Run 1, routed metal, one color a layer:
Two of the layers only.
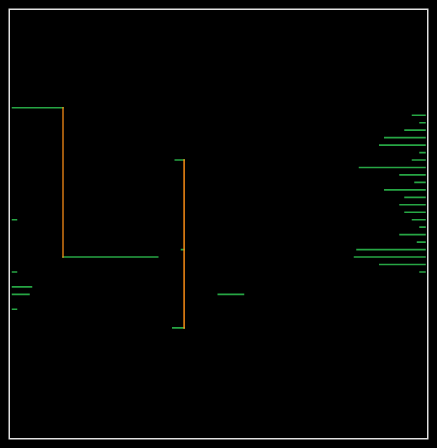
Run 1, sizing map:
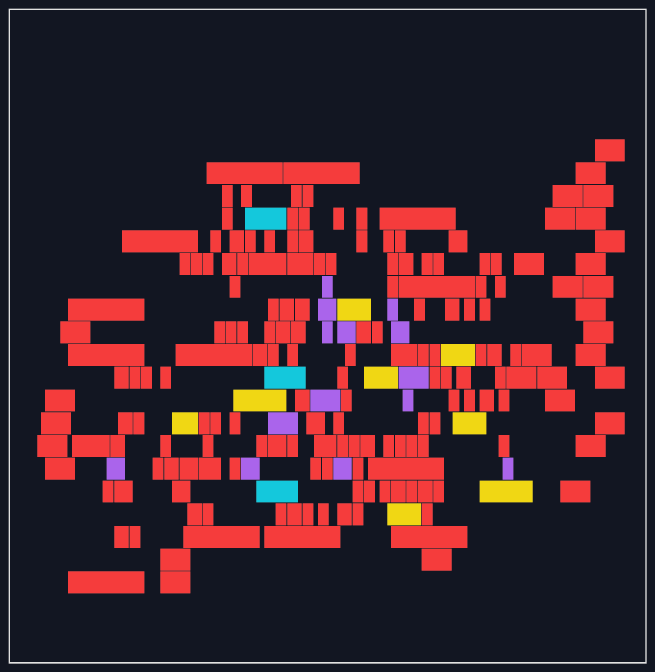
Run 1, selected gate families:
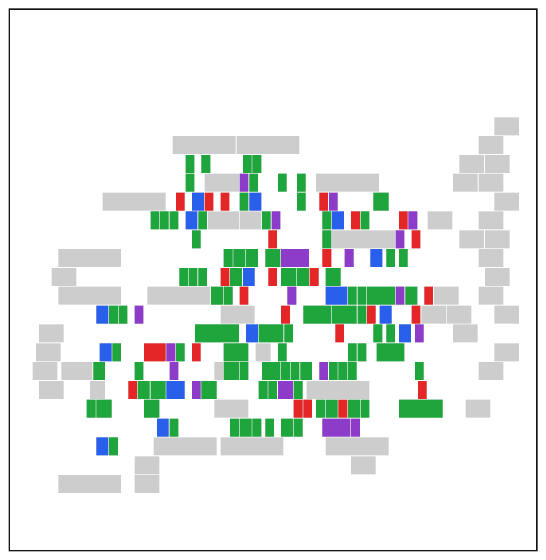
## config.mk

```make
export PLATFORM = sky130hd
export DESIGN_NAME = ddr2_pattern_gen8
export DESIGN_NICKNAME = d
export VERILOG_FILES = /design/src/rtl/ddr2_calib_pkg.sv /design/src/rtl/ddr2_pattern_gen8.sv
export SDC_FILE = /design/constraint.sdc
export NUM_CORES = 1
export LEC_CHECK = 0
export ABC_AREA = 1
export ABC_CLOCK_PERIOD_IN_PS = 4900
export CORE_AREA = 2 2 74 76
export DETAILED_ROUTE_END_ITERATION = 6
export DIE_AREA = 0 0 76 78
export MAX_ROUTING_LAYER = met4
export SLEW_MARGIN = 10
export SYNTH_ARGS = -nofsm -noshare
export SYNTH_HDL_FRONTEND = slang
export SYNTH_SLANG_ARGS = --single-unit
```

## constraint.sdc

```tcl
create_clock -name clk -period 4.9 [get_ports clk]
set_input_delay 1.225 -clock clk [delete_from_list [all_inputs] [get_ports clk]]
set_output_delay 1.225 -clock clk [all_outputs]
set_load 0.01 [all_outputs]
```

## src/rtl/ddr2_calib_pkg.sv

```systemverilog
// Shared DDR2 calibration definitions: FSM state encodings and the training
// pattern bytes, common to the write-side generator and the read-side comparator.
package ddr2_calib_pkg;

    typedef enum logic [2:0] {
        IDLE    = 3'd0,
        WR_REQ  = 3'd1,
        WR_DATA = 3'd2,
        WR_WAIT = 3'd3,
        RD_REQ  = 3'd4,
        RD_WAIT = 3'd5,
        DONE    = 3'd6,
        ERROR   = 3'd7
    } calib_state_e;

    localparam logic [7:0] CALIB_PAT_A = 8'h55;
    localparam logic [7:0] CALIB_PAT_B = 8'hAA;

    // Even beats put A on the rising edge; odd beats swap the two bytes.
    function automatic logic [7:0] pat_rise(input logic odd_beat);
        return odd_beat ? CALIB_PAT_B : CALIB_PAT_A;
    endfunction

    function automatic logic [7:0] pat_fall(input logic odd_beat);
        return odd_beat ? CALIB_PAT_A : CALIB_PAT_B;
    endfunction

endpackage

```

## src/rtl/ddr2_pattern_gen8.sv

```systemverilog
// Calibration pattern generator for one 8-bit DQS group: writes the training
// pattern once, then issues calibration reads until the comparator reports.
//
// state   | meaning
// IDLE    | waiting for init_done
// WR_REQ  | write command requested, waiting for cmd_ack
// WR_DATA | driving WR_BEATS beats of training pattern
// WR_WAIT | write recovery before the read
// RD_REQ  | read command requested, waiting for cmd_ack
// RD_WAIT | waiting for comparator result or timeout
// DONE    | calibration succeeded (sticky)
// ERROR   | calibration failed (sticky)
module ddr2_pattern_gen8
    import ddr2_calib_pkg::*;
#(
    parameter int WR_BEATS    = 2,
    parameter int WR_RECOVERY = 8,
    parameter int RD_TIMEOUT  = 32,
    parameter int MAX_RETRY   = 8
) (
    input  logic       clk,
    input  logic       rst_n,
    input  logic       init_done,
    input  logic       cmd_ack,
    input  logic       comp_done,
    input  logic       comp_error,
    output logic       cmd_req,
    output logic       cmd_wr,
    output logic       ctrl_wren,
    output logic [7:0] wr_data_rise,
    output logic [7:0] wr_data_fall,
    output logic       calib_done,
    output logic       calib_error,
    output logic [3:0] retry_cnt
);

    localparam int CNT_MAX = (WR_RECOVERY > RD_TIMEOUT) ? WR_RECOVERY : RD_TIMEOUT;
    localparam int CNT_W   = (CNT_MAX > 1) ? $clog2(CNT_MAX) : 1;
    localparam int BEAT_W  = (WR_BEATS > 1) ? $clog2(WR_BEATS) : 1;

    localparam logic [CNT_W-1:0]  WR_WAIT_LOAD = CNT_W'(WR_RECOVERY - 1);
    localparam logic [CNT_W-1:0]  RD_WAIT_LOAD = CNT_W'(RD_TIMEOUT - 1);
    localparam logic [BEAT_W-1:0] LAST_BEAT    = BEAT_W'(WR_BEATS - 1);
    localparam logic [3:0]        LAST_RETRY   = 4'(MAX_RETRY - 1);

    calib_state_e      state, state_nxt;
    logic [BEAT_W-1:0] beat, beat_nxt;
    logic [CNT_W-1:0]  cnt, cnt_nxt;
    logic [3:0]        retry, retry_nxt;

    always_ff @(posedge clk or negedge rst_n) begin
        if (!rst_n) begin
            state <= IDLE;
            beat  <= '0;
            cnt   <= '0;
            retry <= '0;
        end else begin
            state <= state_nxt;
            beat  <= beat_nxt;
            cnt   <= cnt_nxt;
            retry <= retry_nxt;
        end
    end

    // Single down-counter: reloaded on entry to WR_WAIT and RD_WAIT, terminal at zero.
    always_comb begin
        state_nxt = state;
        beat_nxt  = beat;
        cnt_nxt   = cnt;
        retry_nxt = retry;
        case (state)
            IDLE: begin
                beat_nxt  = '0;
                cnt_nxt   = '0;
                retry_nxt = '0;
                if (init_done) state_nxt = WR_REQ;
            end
            WR_REQ: begin
                if (cmd_ack) begin
                    state_nxt = WR_DATA;
                    beat_nxt  = '0;
                end
            end
            WR_DATA: begin
                if (beat == LAST_BEAT) begin
                    state_nxt = WR_WAIT;
                    cnt_nxt   = WR_WAIT_LOAD;
                end else begin
                    beat_nxt = beat + BEAT_W'(1);
                end
            end
            WR_WAIT: begin
                if (cnt == '0) state_nxt = RD_REQ;
                else           cnt_nxt   = cnt - CNT_W'(1);
            end
            RD_REQ: begin
                if (cmd_ack) begin
                    state_nxt = RD_WAIT;
                    cnt_nxt   = RD_WAIT_LOAD;
                end
            end
            RD_WAIT: begin
                if (comp_done) begin
                    state_nxt = DONE;
                end else if (comp_error) begin
                    state_nxt = ERROR;
                end else if (cnt == '0) begin
                    if (retry == LAST_RETRY) begin
                        state_nxt = ERROR;
                    end else begin
                        retry_nxt = retry + 4'd1;
                        state_nxt = RD_REQ;
                    end
                end else begin
                    cnt_nxt = cnt - CNT_W'(1);
                end
            end
            DONE:    state_nxt = DONE;
            ERROR:   state_nxt = ERROR;
            default: state_nxt = IDLE;
        endcase

        // Losing init mid-sequence restarts the whole calibration; results are kept.
        if (!init_done && state != DONE && state != ERROR) begin
            state_nxt = IDLE;
            beat_nxt  = '0;
            cnt_nxt   = '0;
            retry_nxt = '0;
        end
    end

    assign cmd_req      = (state == WR_REQ) || (state == RD_REQ);
    assign cmd_wr       = (state == WR_REQ);
    assign ctrl_wren    = (state == WR_DATA);
    assign wr_data_rise = (state == WR_DATA) ? pat_rise(beat[0]) : 8'h00;
    assign wr_data_fall = (state == WR_DATA) ? pat_fall(beat[0]) : 8'h00;
    assign calib_done   = (state == DONE);
    assign calib_error  = (state == ERROR);
    assign retry_cnt    = retry;

endmodule

```

==> flow_summary.yaml, run 1 <==
# implementation run metrics
outcome:
  outcome: "completed"
die:
  die_w_microns: 76
  initCoreUtil_pct: 24.5
  tap_cells: 70
  core_region_area_sq_um: 5040
  die_h_microns: 78
  die-area_sq_um: 5930
cells_and_area:
  nets: 209
  utilization_pct: 30.1
  drive_gt1_share_pct: 12.5
  largest_class: "multi-input combinational cells"
  mostFrequentLayoutCells: "nand2_1 (59), clkdlybuf4s50_1 (30), inv_1 (19), nor2_1 (15)"
  flops: 13
  clock_buffers: 4
  buffer_area_share_pct: 19.8
  clkCellAreaFrac_pct: 2.97
  logic_area_sq_um: 662
  nonClockInverterCount: 25
  seq_area_share_pct: 21.4
synth:
  synth.top_cells.by_count: "nand2_1 (59), inv_1 (19), nor2_1 (15)"
  ys_cells: 184
  async_flop_share_pct: 100
  synth-area-yosys_sq_um: 1240
  synth.most_common_cell: "nand2_1"
  synth_flops: 13
  synth_area_sq_um: 1240
  ys_seq_share_pct: 26.3
detailed_routing:
  avgRoutedWirePerCell_microns: 10.6
  drt-initial-drc-count: 98
  firstDrtPassIters: 4
  remaining_drc_errors: 0
  wl_microns: 2870
  viasPerCell: 4.25
setup_path:
  path_depth: 4
  startpoint: "state[2]"
  worst-path-buf-inv: 1
  crit_path_top_delay_cell: "clkdlybuf4s50_1"
  r2r_end: "cnt[3]"
  crit_arrival_ns: 2.16
global_route:
  gr-total-overflow: 0
  grt_pass1_wl_microns: 5180
  grt_max_degree: 15
  grt_pass1_vias: 1091
place:
  routabilityCongestion: 0.814
  post_dp_cell_area_sq_um: 1470
clock_tree:
  ctsResizeCount: 0
  path_clk_slew_ns: 0.06
  hold_buffers: 0
  clk_latency_ns: 0.25
  post_cts.repair.setup_buffers: 0
  numCtsBuffers: 3
  htree_levels: 1
power_and_ir_drop:
  leakage_nw: 0.767
  pwr-share-comb_pct: 60.9
  intPower_w: 0.000384
  ir_drop_mv: 0.135
  seqPwrFrac_pct: 25.2
final_timing:
  worst_slew_pin_slew_ns: 0.630
  hold_slack_ns: 0.469
  drv_slew: 0
  rsz0062_at_grt: "false"
flow_run:
  drv_cap: 0
  warning_count: 26
worst_hold_path:
  min_path_cells: 2
Back to the opening pictures, 'routed metal, one color a layer':
Key: orange = M4 [wire length 57.8 microns]; green = M3 [wire length 149 microns]
gr usage total: 11.1%
Vias: 1,148

Back to the opening pictures, 'sizing map':
Key: red = x1 and smaller [cells 175, most used nand2_1]; purple = x2 [cells 14, most used inv_2]; cyan = x6 and larger [cells 3, most used clkbuf_8]; yellow = x3 and x4 [cells 8, most used nand2_4]
final design area excluding fillers: 1520 sq um
Setup WS post-layout: 1.52 ns
area grow syn2layout: 22.9%
bufs w/o clock: 30

Back to the opening pictures, 'selected gate families':
Key: red = inv cells [cells 25]; purple = nor cells [cells 18]; green = nand cells [cells 90]; blue = aoi and oai cells [cells 15]
Layout Cells excl Fill: 270
most numerous logic cell after layout: nand2_1
combinational share of cell area: 43.6%

-- run 1: kinds of logic after synthesis --
group	after synthesis	share of synthesized area, %
buf+inv	43	20.1
flops	13	26.3
simple gates	110	44.2
xor+xnor	1	0.709
compound gates	15	6.58
fa+ha+maj	2	2.02
-- run 1: layer usage --
| layer | share of wire, % | GRT usage, % | vias to the layer above |
|---|---|---|---|
| met1 | 52 | 14.6 | 512 |
| li1 | - | - | 598 |
| met4 | 2.0 | 4.91 | 0 |
| met3 | 5.2 | 2.21 | 5 |
| met5 | 0 | - | - |
| met2 | 41 | 16.6 | 33 |
-- run 1: registers in the layout (all words and copies together), names as in the netlist --
name,count
beat,1
cnt,5
retry_cnt,4
state,3
--- run 2 (diff from run 1) ---
- ABC_CLOCK_PERIOD_IN_PS: 4900 -> 3000
- clock period: 4.9 -> 3 ns (I/O delays scaled with it)
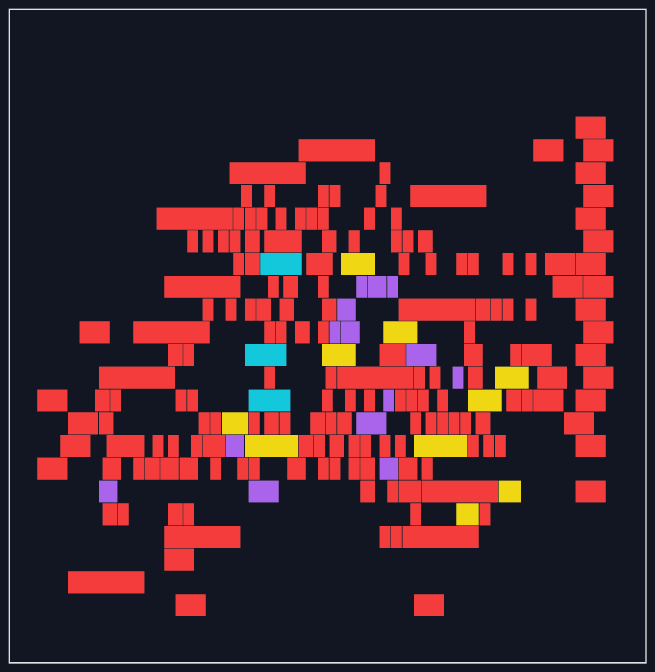
Run 2: sizing map
Key: red = x1 and smaller [cells 175, most used nand2_1]; cyan = x6 and larger [cells 3, most used clkbuf_8]; purple = x2 [cells 14, most used inv_2]; yellow = x3 and x4 [cells 10, most used nand2_4]
final design area excluding fillers: 1530 sq um
bufs w/o clock: 32
Setup WS post-layout: 0.234 ns
area grow syn2layout: 24.1%

==> flow_summary.yaml, run 2 <==
# implementation run metrics
outcome:
  outcome: "completed"
final_timing:
  hold_slack_ns: 0.469
  drv_slew: 0
  rsz0062_at_grt: "false"
synth:
  ys_cells: 184
  async_flop_share_pct: 100
  ys_top_logic_family: "simple AND/OR/NAND/NOR gates"
  ys_sh_adder_pct: 2.02
  synth_area_sq_um: 1240
  ys_sh_simple_pct: 44.2
  synth.top_cells.by_count: "nand2_1 (59), inv_1 (19), nor2_1 (15)"
  ys_sh_xor_pct: 0.709
  synth_flops: 13
  ys_sh_mux_pct: 0
detailed_routing:
  remaining_drc_errors: 0
  drt-initial-drc-count: 98
  route.vias.total: 1166
  firstDrtPassIters: 4
  avgRoutedWirePerCell_microns: 10.4
die:
  core_region_area_sq_um: 5040
  die_h_microns: 78
  initCoreUtil_pct: 24.5
  die-area_sq_um: 5930
  die_w_microns: 76
setup_path:
  path_depth: 3
  startpoint: "state[1]"
  crit_arrival_ns: 2.02
global_route:
  grt_max_degree: 15
  grt_pass1_vias: 1067
  grt.total_usage_pct: 10.2
power_and_ir_drop:
  seqPwrFrac_pct: 21.7
  ir_drop_mv: 0.213
  leakage_nw: 0.777
clock_tree:
  clk_latency_ns: 0.25
  hold_buffers: 0
  post_cts.repair.setup_buffers: 0
  path_clk_slew_ns: 0.07
  htree_levels: 1
  numCtsBuffers: 3
cells_and_area:
  logic_area_sq_um: 662
  nets: 211
  utilization_pct: 30.4
  instances_no_fill: 272
place:
  routabilityCongestion: 0.875
[run 2: worst reg2reg max path, delay by kind of cell, from the launching register on]
| family | cells | cell delay (ns) |
|---|---|---|
| flip-flops | 1 | 0.58 |
| buffers and inverters | 1 | 0.05 |
| AND/OR/NAND/NOR | 7 | 0.91 |
[run 2: layout make-up]
type	count	share of cell area, %
Multi-Input combinational cell	128	43.1
Sequential cell	13	21.2
Timing Repair Buffer	32	20.6
Inverter	25	6.44
Tap cell	70	5.71
Clock buffer	4	2.94
[run 2: per-layer routing]
layer | track usage (%) | vias up | wire (microns)
li1 | - | 598 | -
met1 | 13.5 | 518 | 1410
met2 | 15.8 | 45 | 1180
met3 | 2.09 | 5 | 194
met4 | 2.73 | 0 | 38
met5 | - | - | 0
Power figures rest on the tool's default switching activity, not on a simulated workload.
